Fig. 1: run 1, supply network
Drawn at 6 px/micron. Pins as bars on the die edge.
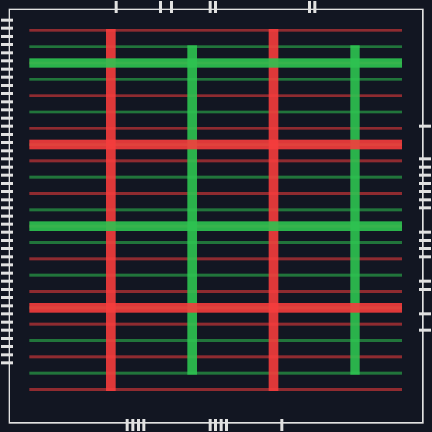
Fig. 2: run 1, routed metal, one colour a layer
Drawn at 8 px/micron. Only two layers are drawn.
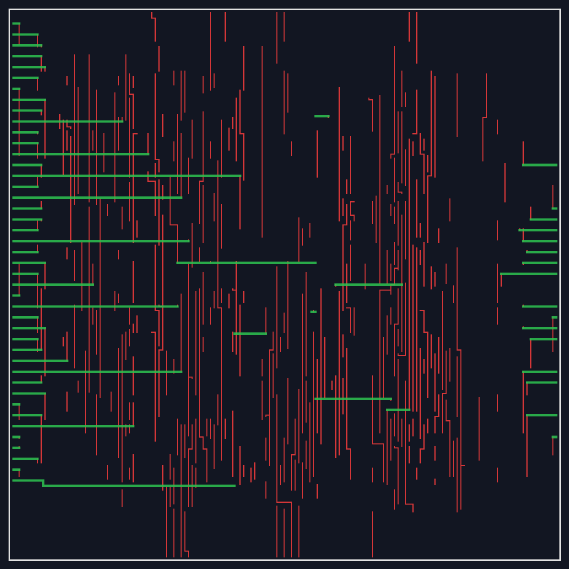
Fig. 3: run 1, clock distribution
Drawn at 8 px/micron.
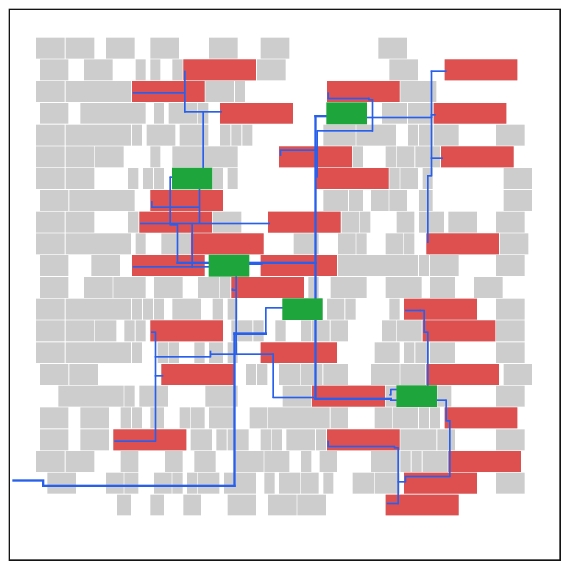
Fig. 4: run 1, routing congestion
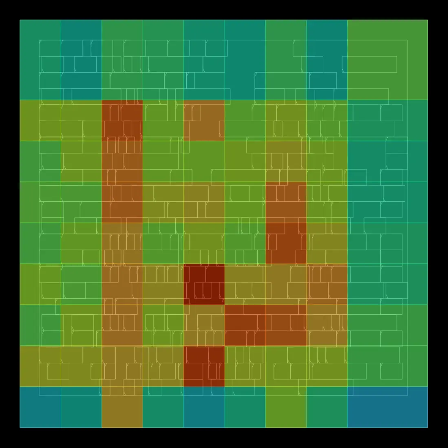
<file path="src/rtl/sw_pkg.sv">
// Shared switch definitions: packet type, flag polarity and the round-robin pick helper.
package sw_pkg;

    localparam int unsigned PKTW   = 8;
    localparam int unsigned PKT_DW = PKTW + 1;
    localparam int unsigned MAXIN  = 8;

    localparam logic ASSERT = 1'b1;
    localparam logic NEGATE = 1'b0;

    typedef logic [PKT_DW-1:0] pkt_t;

    typedef struct packed {
        logic       found;
        logic [2:0] idx;
    } rr_pick_t;

    // First set bit of req searching last+1, last+2, ... modulo n (n in 2..MAXIN).
    function automatic rr_pick_t rr_pick(input logic [MAXIN-1:0] req,
                                         input logic [2:0]       last,
                                         input int unsigned      n);
        rr_pick_t    res;
        int unsigned j;
        res = '0;
        for (int unsigned k = 1; k <= MAXIN; k++) begin
            j = ({29'd0, last} + k) % n;
            if (k <= n && !res.found && req[j[2:0]]) begin
                res.found = 1'b1;
                res.idx   = j[2:0];
            end
        end
        return res;
    endfunction

endpackage

</file>
<file path="src/rtl/rr_arb.sv">
// Stateless round-robin grant: one-hot gnt and binary idx of the first requester after last.
module rr_arb
    import sw_pkg::*;
#(
    parameter int unsigned NIN = 4
) (
    input  logic [NIN-1:0]         req,
    input  logic [$clog2(NIN)-1:0] last,
    input  logic                   en,
    output logic [NIN-1:0]         gnt,
    output logic [$clog2(NIN)-1:0] idx
);

    localparam int unsigned IW = $clog2(NIN);

    logic [MAXIN-1:0] req_ext;
    logic [2:0]       last_ext;
    rr_pick_t         pick;

    always_comb begin
        req_ext           = '0;
        req_ext[NIN-1:0]  = req;
        last_ext          = 3'(last);
        pick              = rr_pick(req_ext, last_ext, NIN);
    end

    always_comb begin
        gnt = '0;
        idx = pick.idx[IW-1:0];
        if (en && pick.found) begin
            gnt[pick.idx[IW-1:0]] = ASSERT;
        end
    end

endmodule

</file>
<file path="src/rtl/sw_out_arb.sv">
// Output-port arbiter: round-robin pop from the ingress FIFOs into a registered valid/ready port.
module sw_out_arb
    import sw_pkg::*;
#(
    parameter int unsigned NIN  = 4,
    parameter int unsigned DW   = PKT_DW,
    parameter int unsigned CNTW = 16
) (
    input  logic                   clk,
    input  logic                   rst,
    input  logic [NIN*DW-1:0]      fifo_out,
    input  logic [NIN-1:0]         fifo_empty,
    output logic [NIN-1:0]         fifo_re,
    output logic [DW-1:0]          out_data,
    output logic                   out_valid,
    input  logic                   out_ready,
    output logic [$clog2(NIN)-1:0] grant_idx,
    output logic [CNTW-1:0]        pkt_cnt
);

    localparam int unsigned IW = $clog2(NIN);

    logic [IW-1:0]   rr_last_q, rr_last_d;
    logic [DW-1:0]   out_data_q, out_data_d;
    logic            out_valid_q, out_valid_d;
    logic [IW-1:0]   grant_q, grant_d;
    logic [CNTW-1:0] cnt_q, cnt_d;

    logic [NIN-1:0]  req;
    logic [NIN-1:0]  gnt;
    logic [IW-1:0]   g_idx;
    logic            ld;
    logic            accept;

    always_comb begin
        for (int i = 0; i < NIN; i++) begin
            req[i] = (fifo_empty[i] == NEGATE);
        end
    end

    // Load only when the output register is free or draining this cycle.
    assign ld     = (!out_valid_q || out_ready) && (|req);
    assign accept = out_valid_q && out_ready;

    rr_arb #(
        .NIN (NIN)
    ) u_rr_arb (
        .req  (req),
        .last (rr_last_q),
        .en   (ld),
        .gnt  (gnt),
        .idx  (g_idx)
    );

    // rst gates the pop strobes so FIFOs are never popped while the arbiter is held in reset.
    assign fifo_re = gnt & {NIN{ld}} & {NIN{rst}};

    always_comb begin
        out_data_d  = out_data_q;
        out_valid_d = out_valid_q;
        grant_d     = grant_q;
        rr_last_d   = rr_last_q;
        if (ld) begin
            out_data_d  = fifo_out[g_idx*DW +: DW];
            out_valid_d = 1'b1;
            grant_d     = g_idx;
            rr_last_d   = g_idx;
        end else if (accept) begin
            out_valid_d = 1'b0;
        end
    end

    always_comb begin
        cnt_d = cnt_q;
        if (accept && (cnt_q != {CNTW{1'b1}})) begin
            cnt_d = cnt_q + 1'b1;
        end
    end

    always_ff @(posedge clk or negedge rst) begin
        if (!rst) begin
            out_data_q  <= '0;
            out_valid_q <= 1'b0;
            grant_q     <= '0;
            rr_last_q   <= IW'(NIN - 1);
            cnt_q       <= '0;
        end else begin
            out_data_q  <= out_data_d;
            out_valid_q <= out_valid_d;
            grant_q     <= grant_d;
            rr_last_q   <= rr_last_d;
            cnt_q       <= cnt_d;
        end
    end

    assign out_data  = out_data_q;
    assign out_valid = out_valid_q;
    assign grant_idx = grant_q;
    assign pkt_cnt   = cnt_q;

endmodule
</file>
<file path="config.mk">
export PLATFORM = sky130hd
export DESIGN_NAME = sw_out_arb
export DESIGN_NICKNAME = d
export VERILOG_FILES = /design/src/rtl/sw_pkg.sv /design/src/rtl/rr_arb.sv /design/src/rtl/sw_out_arb.sv
export SDC_FILE = /design/constraint.sdc
export NUM_CORES = 1
export LEC_CHECK = 0
export CORE_MARGIN = 3
export CORE_UTILIZATION = 43
export CTS_BUF_LIST = sky130_fd_sc_hd__clkbuf_8
export DETAILED_ROUTE_END_ITERATION = 7
export PLACE_DENSITY = 0.8
export SETUP_SLACK_MARGIN = 0.15
export SLEW_MARGIN = 20
export SYNTH_ARGS = -nofsm -noshare
export SYNTH_HDL_FRONTEND = slang
export SYNTH_HIERARCHICAL = 1
export SYNTH_SLANG_ARGS = --single-unit
</file>
<file path="constraint.sdc">
create_clock -name clk -period 2.2 [get_ports clk]
set_clock_uncertainty 0.05 [all_clocks]
set_input_delay 0.22 -clock clk [delete_from_list [all_inputs] [get_ports clk]]
set_output_delay 0.22 -clock clk [all_outputs]
set_load 0.01 [all_outputs]
</file>
==> qor.yml, run 1 <==
timing:
  tightest_slew_ps: 552
  hold_ws_ps: 409
  setup_viol: 0
  period_needed_ps: 2120
  slew_viol_final: 0
  timing.final.hold_violations: 0
  normalized_max_slew_margin_pct: 63.0
  rsz0062_at_grt: "true"
  finalCritPeriodShare_pct: 96.5
  clock.fmax_mhz: 471
placed_design:
  gpl.final_weighted_congestion: 0.773
  detailedPlacementHpwl_microns: 3200
  placed_cells: 296
  port-buffer-count: 74
detailed_routing:
  vias_per_cell: 5.18
  drt-met1-wl_microns: 1720
  drt-total-wl_microns: 4220
  met2_wirelength_microns: 2060
  antenna_violating_nets_post_route: 0
  top_layer: "met4"
  drc: 0
  drt_pre_antenna_iters: 4
  num_vias: 1585
  met3RoutedLength_microns: 389
  detailedRoute.firstIterationViolations: 78
die:
  die_span_x_microns: 68.7
  placement_rows: 22
  floorplan.die.height_microns: 68.7
  coreArea_sq_mm: 0.00372
  io-pin-count: 75
  tapcell.inserted: 48
  die-area_sq_mm: 0.00472
  initCoreUtil_pct: 45.5
global_route:
  grt_pass1_vias: 1562
  initial_antenna_violation_count: 0
  grt_start_max_net_pins: 31
  grt_first_pass_wirelength_microns: 7020
  grt.met2_usage_pct: 32.3
  gr-total-overflow: 0
  gr-max-usage-layer: "met2"
setup_path:
  worst-r2r-cell-count: 8
  critPathLaunchType: "flip-flop"
  timing.critical_path.to: "out_data[1]"
  cp_data_required_time_ps: 2320
  timing.critical_path.depth: 8
  worstSetupEndpointType: "flip-flop"
  critPathBufInv: 2
  crit_chain: "buf_4 > and3b_1 > nor3_2 > a21oi_2 > buf_6 > mux4_2 > nand2_1 > nand2_1"
  critPathArrivalTime_ps: 2240
  cp_max_fo: 5
  crit_top_cell: "sky130_fd_sc_hd__nand2_1"
  crit_path_max_incr_delay_ps: 560
  cpMaxStageDelayCell: "sky130_fd_sc_hd__dfstp_2"
  timing_worst_setup_path_type: "reg -> reg"
  reg2reg_setup_slack_ps: 80
  crit_startpoint: "rr_last_q[1]"
  rr_startpoint: "rr_last_q[1]"
  critical_path.top_delay_family: "flip-flops"
  terminus_of_the_critical_flop_to_flop_path: "out_data[1]"
clock_tree:
  cts_hold_repair.buffers: 0
  worstSkewPairLatency_ps: 270
  tritoncts: "yes"
  root_buffer: "sky130_fd_sc_hd__clkbuf_8"
  cts_repair_resize_count: 17
  clock-sinks: 30
  ctsHtreeMaxLevel: 2
  cts-buffers-inserted: 5
  postCtsSetupRepairBufs: 0
  cts-root-to-sink-buffers: 2
  cts.reportedPaths.clkPinSlew_ps: 60
finish:
  clkbuf_count: 6
  n_all_inverters: 5
  logic_area_sq_um: 936
  combAreaFraction_pct: 35.2
  antenna-diode-count: 0
  nets: 301
  final-nonclk-buf-share_pct: 30.2
  fillerInstances: 299
  num-multi-input-gates: 131
  lay_top_cells: "sky130_fd_sc_hd__clkdlybuf4s50_1, sky130_fd_sc_hd__nand2_1, sky130_fd_sc_hd__dfrtp_1, sky130_fd_sc_hd__nor2_1, sky130_fd_sc_hd__mux4_2"
  drive_gt1_share_pct: 17.1
  nonClockBufferCount: 84
  seqAreaFraction_pct: 28.3
  clock_cell_area_share_pct: 3.43
  mostFrequentLayoutCell: "sky130_fd_sc_hd__clkdlybuf4s50_1"
  fin_cells: 306
  n_sequential_cell: 30
  flop_area_sq_um: 753
  layout-area-overhead-vs-synth_pct: 57.6
  area_dominant_class: "logic gates"
logic_synthesis:
  yosys-stat-area_sq_mm: 0.00169
  ys.flops: 30
  synth-warning-count: 6
  ys_top_cells_by_area: "sky130_fd_sc_hd__dfrtp_1, sky130_fd_sc_hd__mux4_2, sky130_fd_sc_hd__nand2_1"
  netlist_instances: 170
  post-synth-top-area-fraction_pct: 41.5
  synth_sequential_area_ratio_pct: 44.6
  syn_area_sq_mm: 0.00169
  synthDominantAreaCellType: "sky130_fd_sc_hd__dfrtp_1"
  syn_avg_cell_area_sq_um: 9.94
  ys_cells: 170
  yosys.cell_types.count: 32
  synth_nets: 214
job:
  warnings: 28
  total_of_max_cap_violations: 0
power:
  power.ir.vdd_worst_mv: 0.368
  leakage_nw: 1.23
  power.density_cell_area_mw_per_mm2: 769
  power.total_mw: 2.05
status:
  status: "completed"
worst_hold_path:
  worst_hold_path_type: "in -> async"
About Fig. 1:
| colour | net |
|---|---|
| red | VSS |
| green | VDD |
rows: 22
met4 straps: 4
met5 straps: 4

About Fig. 2:
| colour | layer | wire length |
|---|---|---|
| green | M3 | 389 microns |
| red | M2 | 2060 microns |

About Fig. 3:
[red] flip-flops | count: 30
[green] clock-net drivers | count: 5
[blue] clock wires | length: 388 microns
routed clock nets: 6

About Fig. 4:
final core area utilization: 71.6%
GR Layer Usage met3: 8.27%
total global-route track usage: 20.3%
fraction of met1 tracks used by global routing: 24.7%
average detailed-routed wire length per instance: 13.8 microns

run 1: Yosys cell counts:
| library cell | instances |
|---|---|
| sky130_fd_sc_hd__nand2_1 | 51 |
| sky130_fd_sc_hd__dfrtp_1 | 28 |
| sky130_fd_sc_hd__nor2_1 | 11 |
| sky130_fd_sc_hd__mux4_2 | 9 |
| sky130_fd_sc_hd__xnor2_1 | 7 |
| sky130_fd_sc_hd__xor2_1 | 7 |
| sky130_fd_sc_hd__and3_1 | 6 |
| sky130_fd_sc_hd__nand2b_1 | 5 |
| sky130_fd_sc_hd__nand3_1 | 5 |
| sky130_fd_sc_hd__nand4_1 | 5 |
| sky130_fd_sc_hd__inv_1 | 4 |
| sky130_fd_sc_hd__clkbuf_1 | 3 |
| sky130_fd_sc_hd__nor3_1 | 3 |
| sky130_fd_sc_hd__nor4_1 | 3 |
| sky130_fd_sc_hd__a21oi_1 | 2 |
| sky130_fd_sc_hd__dfstp_2 | 2 |
| sky130_fd_sc_hd__nand3b_1 | 2 |
| sky130_fd_sc_hd__nand4_2 | 2 |
| sky130_fd_sc_hd__or3_1 | 2 |
| sky130_fd_sc_hd__a21o_1 | 1 |
| sky130_fd_sc_hd__a31oi_1 | 1 |
| sky130_fd_sc_hd__and2_1 | 1 |
| sky130_fd_sc_hd__and3b_1 | 1 |
| sky130_fd_sc_hd__and4_1 | 1 |
| sky130_fd_sc_hd__and4_2 | 1 |
| sky130_fd_sc_hd__buf_2 | 1 |
| sky130_fd_sc_hd__ha_1 | 1 |
| sky130_fd_sc_hd__inv_2 | 1 |
| sky130_fd_sc_hd__mux2_1 | 1 |
| sky130_fd_sc_hd__mux2i_1 | 1 |
| sky130_fd_sc_hd__o41a_2 | 1 |
| sky130_fd_sc_hd__o41ai_4 | 1 |
run 1: power breakdown:
group | total (mW) | switching (mW) | internal, mW | leakage [nW]
clock | 0.441 | 0.194 | 0.247 | 0.0524
sequential | 0.802 | 0.129 | 0.673 | 0.377
combinational | 0.802 | 0.322 | 0.481 | 0.803
total | 2.05 | 0.645 | 1.40 | 1.23
run 1: worst register-to-register path: stages, from the launching register on:
cell                      delay (ps)
sky130_fd_sc_hd__dfstp_2         560
sky130_fd_sc_hd__buf_4           130
sky130_fd_sc_hd__and3b_1         200
sky130_fd_sc_hd__nor3_2           80
sky130_fd_sc_hd__a21oi_2         190
sky130_fd_sc_hd__buf_6           170
sky130_fd_sc_hd__mux4_2          510
sky130_fd_sc_hd__nand2_1          90
sky130_fd_sc_hd__nand2_1          50
run 1: state kept, by name (all words and copies together) (netlist names):
name,cells
out_data,9
grant_idx,2
out_valid,1
pkt_cnt,16
rr_last_q,2
run 1: kinds of logic (layout without fill, tap and decap cells):
group	count (synthesis)	in the layout	synth area share, %
mux	11	11	13.3
compound gates	6	6	3.78
fa+ha+maj	1	1	0.741
buf+inv	9	97	2.07
simple gates	99	99	28.3
flops	30	30	44.6
xor+xnor	14	14	7.26
run 1: metrics by stage:
stage               TNS [ps]  setup WS [ps]  util, %  area, sq um
global placement       -1680           -172     68.2         2530
detailed placement     -2330           -206     68.2         2530
global route            -114          -44.1     71.6         2660
CTS                        0           63.6     70.7         2630
floorplan                  0            186        -         1690
finish                     0           77.1     71.6         2660
==> run 2, diff against run 1 <==
- CELL_PAD_IN_SITES_DETAIL_PLACEMENT: default -> 1
- CELL_PAD_IN_SITES_GLOBAL_PLACEMENT: default -> 2
- CORE_UTILIZATION: 43 -> 25
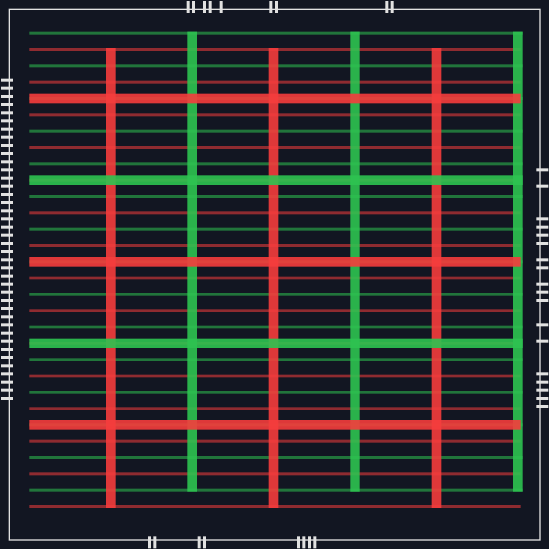
Fig. 5. Supply network (run 2).
Drawn at 6 px/micron. Pins as bars on the die edge.
Die Span X: 88.2 microns
total core area: 0.00646 sq mm

==> run 2 against run 1 <==
  * Highest routed layer unchanged
  * Wire length up 16%
  * Critical path depth unchanged
  * Area after synthesis unchanged
  * Synthesized cell count unchanged
  * Sequential power about the same
  * First-iteration DRC count decreased by 67%
  * Non-clock buffer count is 8 higher
  * Setup slack worse by 28 ps
  * Die size grew 65%
  * Clock power increased by 1%
  * Register-to-register slack worse by 30 ps
==> qor.yml, run 2 <==
finish:
  mostFrequentLayoutCell: "sky130_fd_sc_hd__clkdlybuf4s50_1"
  largest_register_ffs: 16  # unchanged
  antenna-diode-count: 0  # unchanged
  lay_top_cells: "sky130_fd_sc_hd__clkdlybuf4s50_1, sky130_fd_sc_hd__nand2_1, sky130_fd_sc_hd__dfrtp_1, sky130_fd_sc_hd__buf_4, sky130_fd_sc_hd__nor2_1"
  layout-area-overhead-vs-synth_pct: 64.7
  drive_gt1_share_pct: 21.8  # +4.8 points
  nets: 309  # +2.7%
  fin_cells: 343  # +12%
clock_tree:
  cts_hold_repair.buffers: 0  # unchanged
  root_buffer: "sky130_fd_sc_hd__clkbuf_8"
  worstSkewPairLatency_ps: 280  # about the same
  ctsHtreeMaxLevel: 2  # unchanged
  clock-sinks: 30  # unchanged
  cts-root-to-sink-buffers: 2  # unchanged
  cts.reportedPaths.clkPinSlew_ps: 60  # about the same
  tritoncts: "yes"
  cts-buffers-inserted: 5  # unchanged
logic_synthesis:
  synth-edff-count: 0  # unchanged
  async_flop_share_pct: 100  # unchanged
  ys_top_cells_by_area: "sky130_fd_sc_hd__dfrtp_1, sky130_fd_sc_hd__mux4_2, sky130_fd_sc_hd__nand2_1"
  post-synth-top-area-fraction_pct: 41.5  # unchanged
  ys.flops: 30  # unchanged
  netlist_instances: 170  # unchanged
  commonest_flop: "sky130_fd_sc_hd__dfrtp_1"
  synthDominantAreaCellType: "sky130_fd_sc_hd__dfrtp_1"
  yosys-stat-area_sq_mm: 0.00169  # unchanged
  yosysMostFrequentCell: "sky130_fd_sc_hd__nand2_1"
  common_cells: "sky130_fd_sc_hd__nand2_1, sky130_fd_sc_hd__dfrtp_1, sky130_fd_sc_hd__nor2_1"
  synth_nets: 214  # unchanged
  syn_avg_cell_area_sq_um: 9.94  # unchanged
  syn_area_sq_mm: 0.00169  # unchanged
  synth_sequential_area_ratio_pct: 44.6  # unchanged
  ys_cells: 170  # unchanged
  synth-warning-count: 6  # unchanged
  yosys.cell_types.count: 32  # unchanged
job:
  total_of_max_cap_violations: 0  # unchanged
  warnings: 28  # unchanged
detailed_routing:
  wl_per_cell_microns: 14.3  # +3.8%
  drt-total-wl_microns: 4910  # +16%
  vias_per_cell: 4.68  # -9.7%
  num_vias: 1604  # +1.2%
  drc: 0  # unchanged
  detailedRoute.firstIterationViolations: 26  # -67%
  drt_pre_antenna_iters: 4  # unchanged
  antenna_violating_nets_post_route: 0  # unchanged
global_route:
  grt_start_max_net_pins: 31  # unchanged
  initial_antenna_violation_count: 0  # unchanged
  grt_use_total_pct: 14.2  # -6.1 points
  gr-total-overflow: 0  # unchanged
  grt_pass1_vias: 1828  # +17%
  grt_first_pass_wirelength_microns: 8470  # +21%
worst_hold_path:
  holdPathEnd: "out_data[6]"
  worst_hold_path_type: "reg -> reg"
  worst_hold_path.num_cells: 2
power:
  combinationalPowerShare_pct: 40.9  # +1.7 points
  power.ir.vdd_worst_mv: 0.303  # -18%
  power.share.clock_pct: 21.1  # -0.5 points
  power.switching_fraction_pct: 31.8  # +0.27 points
  power.net_switching_mw: 0.673  # +4.3%
  power.internal_mw: 1.44  # +3.0%
  leakage_nw: 1.28  # +3.8%
  seq_power_share_pct: 38.0  # -1.2 points
  power.density_cell_area_mw_per_mm2: 761  # -1.0%
setup_path:
  worst-r2r-cell-count: 8  # unchanged
  crit_path_max_incr_delay_ps: 570  # about the same
  crit_startpoint: "rr_last_q[1]"
  cp_data_required_time_ps: 2320  # about the same
  crit_chain: "buf_6 > and3b_1 > nor3_2 > a21oi_2 > buf_6 > mux4_2 > nand2_2 > nand2_1"
  rr_startpoint: "rr_last_q[1]"
  timing_worst_setup_path_type: "reg -> reg"
  worstSetupEndpointType: "flip-flop"
  reg2reg_setup_slack_ps: 50  # -30 ps
  terminus_of_the_critical_flop_to_flop_path: "out_data[7]"
  cp_max_fo: 5  # unchanged
  crit_top_cell: "sky130_fd_sc_hd__buf_6"
  cpMaxStageDelayCell: "sky130_fd_sc_hd__dfstp_2"
  critPathLaunchType: "flip-flop"
  critPathArrivalTime_ps: 2270  # +30 ps
die:
  io-pin-count: 75  # unchanged
  initCoreUtil_pct: 26.2  # -19 points
  placement_rows: 29  # +32%
  die-area_sq_mm: 0.00778  # +65%
timing:
  post-route-worst-setup-slack_ps: 49.1  # -28.1 ps
  rsz0062_at_grt: "true"
  clock.fmax_mhz: 465  # -1.3%
  setup_viol: 0  # unchanged
  normalized_max_slew_margin_pct: 73.5  # +10 points
  timing.final.hold_violations: 0  # unchanged
  period_needed_ps: 2150  # +28.1 ps
  tightest_slew_ps: 397  # -156 ps
  slew_viol_final: 0  # unchanged
  finalCritPeriodShare_pct: 97.8  # +1.3 points
placed_design:
  pre_cts_setup_slack_ps: -285  # -78.5 ps
  gpl.final_weighted_congestion: 0.706  # -8.6%
  placed_cells: 329  # +11%
  port-buffer-count: 74  # unchanged
  detailedPlacementHpwl_microns: 3750  # +17%
status:
  status: "completed"
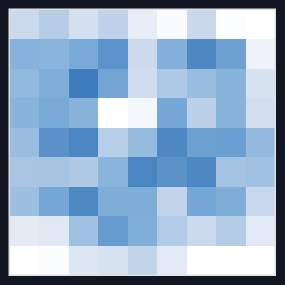
Fig. 6. Cell area per tile (run 2).
Drawn at 3 px/micron. The die is cut into 9 by 9 equal tiles; white is low, dark blue is high, 0 to 100% covered.
emptiest ninth of the die: bottom right
fullest tile: 69%
nearly empty tiles: 8.6%
mean over tiles: 35%

==> run 2: layout make-up <==
class | instances | area, sq um
sequential | 30 | 753
clock inverter | 2 | 8.76
clock buffer | 6 | 82.6
fill | 749 | 3680
multi-input combinational | 131 | 956
tap | 77 | 96.3
timing repair buffer | 92 | 867
inverter | 5 | 18.8
==> run 2: worst max-delay path, delay by kind of cell, from the launching register on <==
| family | cells | cell delay (ps) |
|---|---|---|
| AND-OR/OR-AND | 1 | 210 |
| buffers and inverters | 2 | 290 |
| flip-flops | 1 | 570 |
| multiplexers | 1 | 530 |
| AND/OR/NAND/NOR | 4 | 380 |
==> run 2: cell families after synthesis <==
group / after synthesis / share of synthesized area [%]
and+or+nand+nor: 99 / 28.3
buffers and inverters: 9 / 2.07
AOI/OAI and AO/OA: 6 / 3.78
muxes: 11 / 13.3
DFF: 30 / 44.6
xor gates and xnor gates: 14 / 7.26
adders and majority gates: 1 / 0.741
==> run 2: power groups by stage <==
| stage | Clock [mW] | Combinational, mW | Sequential (mW) |
|---|---|---|---|
| 2_1_floorplan | 0 | 0.324 | 0.837 |
| 3_3_place_gp | 0 | 0.781 | 0.804 |
| 3_5_place_dp | 0 | 0.792 | 0.810 |
| 4_1_cts | 0.469 | 0.849 | 0.803 |
| 5_1_grt | 0.495 | 0.958 | 0.830 |
| 6_report | 0.447 | 0.866 | 0.803 |
==> run 2: how the worst max path moves through the flow <==
stage,to,slack [ps],depth (start not counted)
6_report,out_data[7],50,8
3_5_place_dp,fifo_re[3],-280,8
5_1_grt,fifo_re[0],-60,8
2_1_floorplan,out_data[0],190,8
3_3_place_gp,out_data[7],-210,10
4_1_cts,fifo_re[0],40,6
==> run 2: stage by stage <==
| stage | utilization, % | cell area, sq um | total power, mW | hold slack [ps] | setup TNS (ps) |
|---|---|---|---|---|---|
| 2_1_floorplan | - | 1690 | 1.16 | -126 | 0 |
| 3_3_place_gp | 40.3 | 2600 | 1.59 | 407 | -2240 |
| 3_5_place_dp | 40.3 | 2600 | 1.60 | 414 | -2870 |
| 4_1_cts | 42.5 | 2740 | 2.12 | 428 | 0 |
| 5_1_grt | 43.1 | 2780 | 2.28 | 460 | -402 |
| 6_report | 43.1 | 2780 | 2.12 | 428 | 0 |
==> run 2: timing repair <==
| action | CTS | global route |
|---|---|---|
| resized | 24 | 9 |
| cloned | 1 | 0 |
| buffers inserted | 4 | 1 |
| endpoints found under the setup margin | 13 | 13 |
| pin swaps | 5 | 6 |
==> run 2: metal layers <==
| metal | vias to the layer above | global-route usage (%) | wire, microns |
|---|---|---|---|
| li1 | 780 | - | - |
| met1 | 758 | 16.6 | 2030 |
| met2 | 64 | 24.7 | 2430 |
| met3 | 2 | 5.46 | 430 |
| met4 | 0 | 3.30 | 21 |
| met5 | - | 0 | 0 |
No activity file was given, so power comes from the tool's default toggle rates.
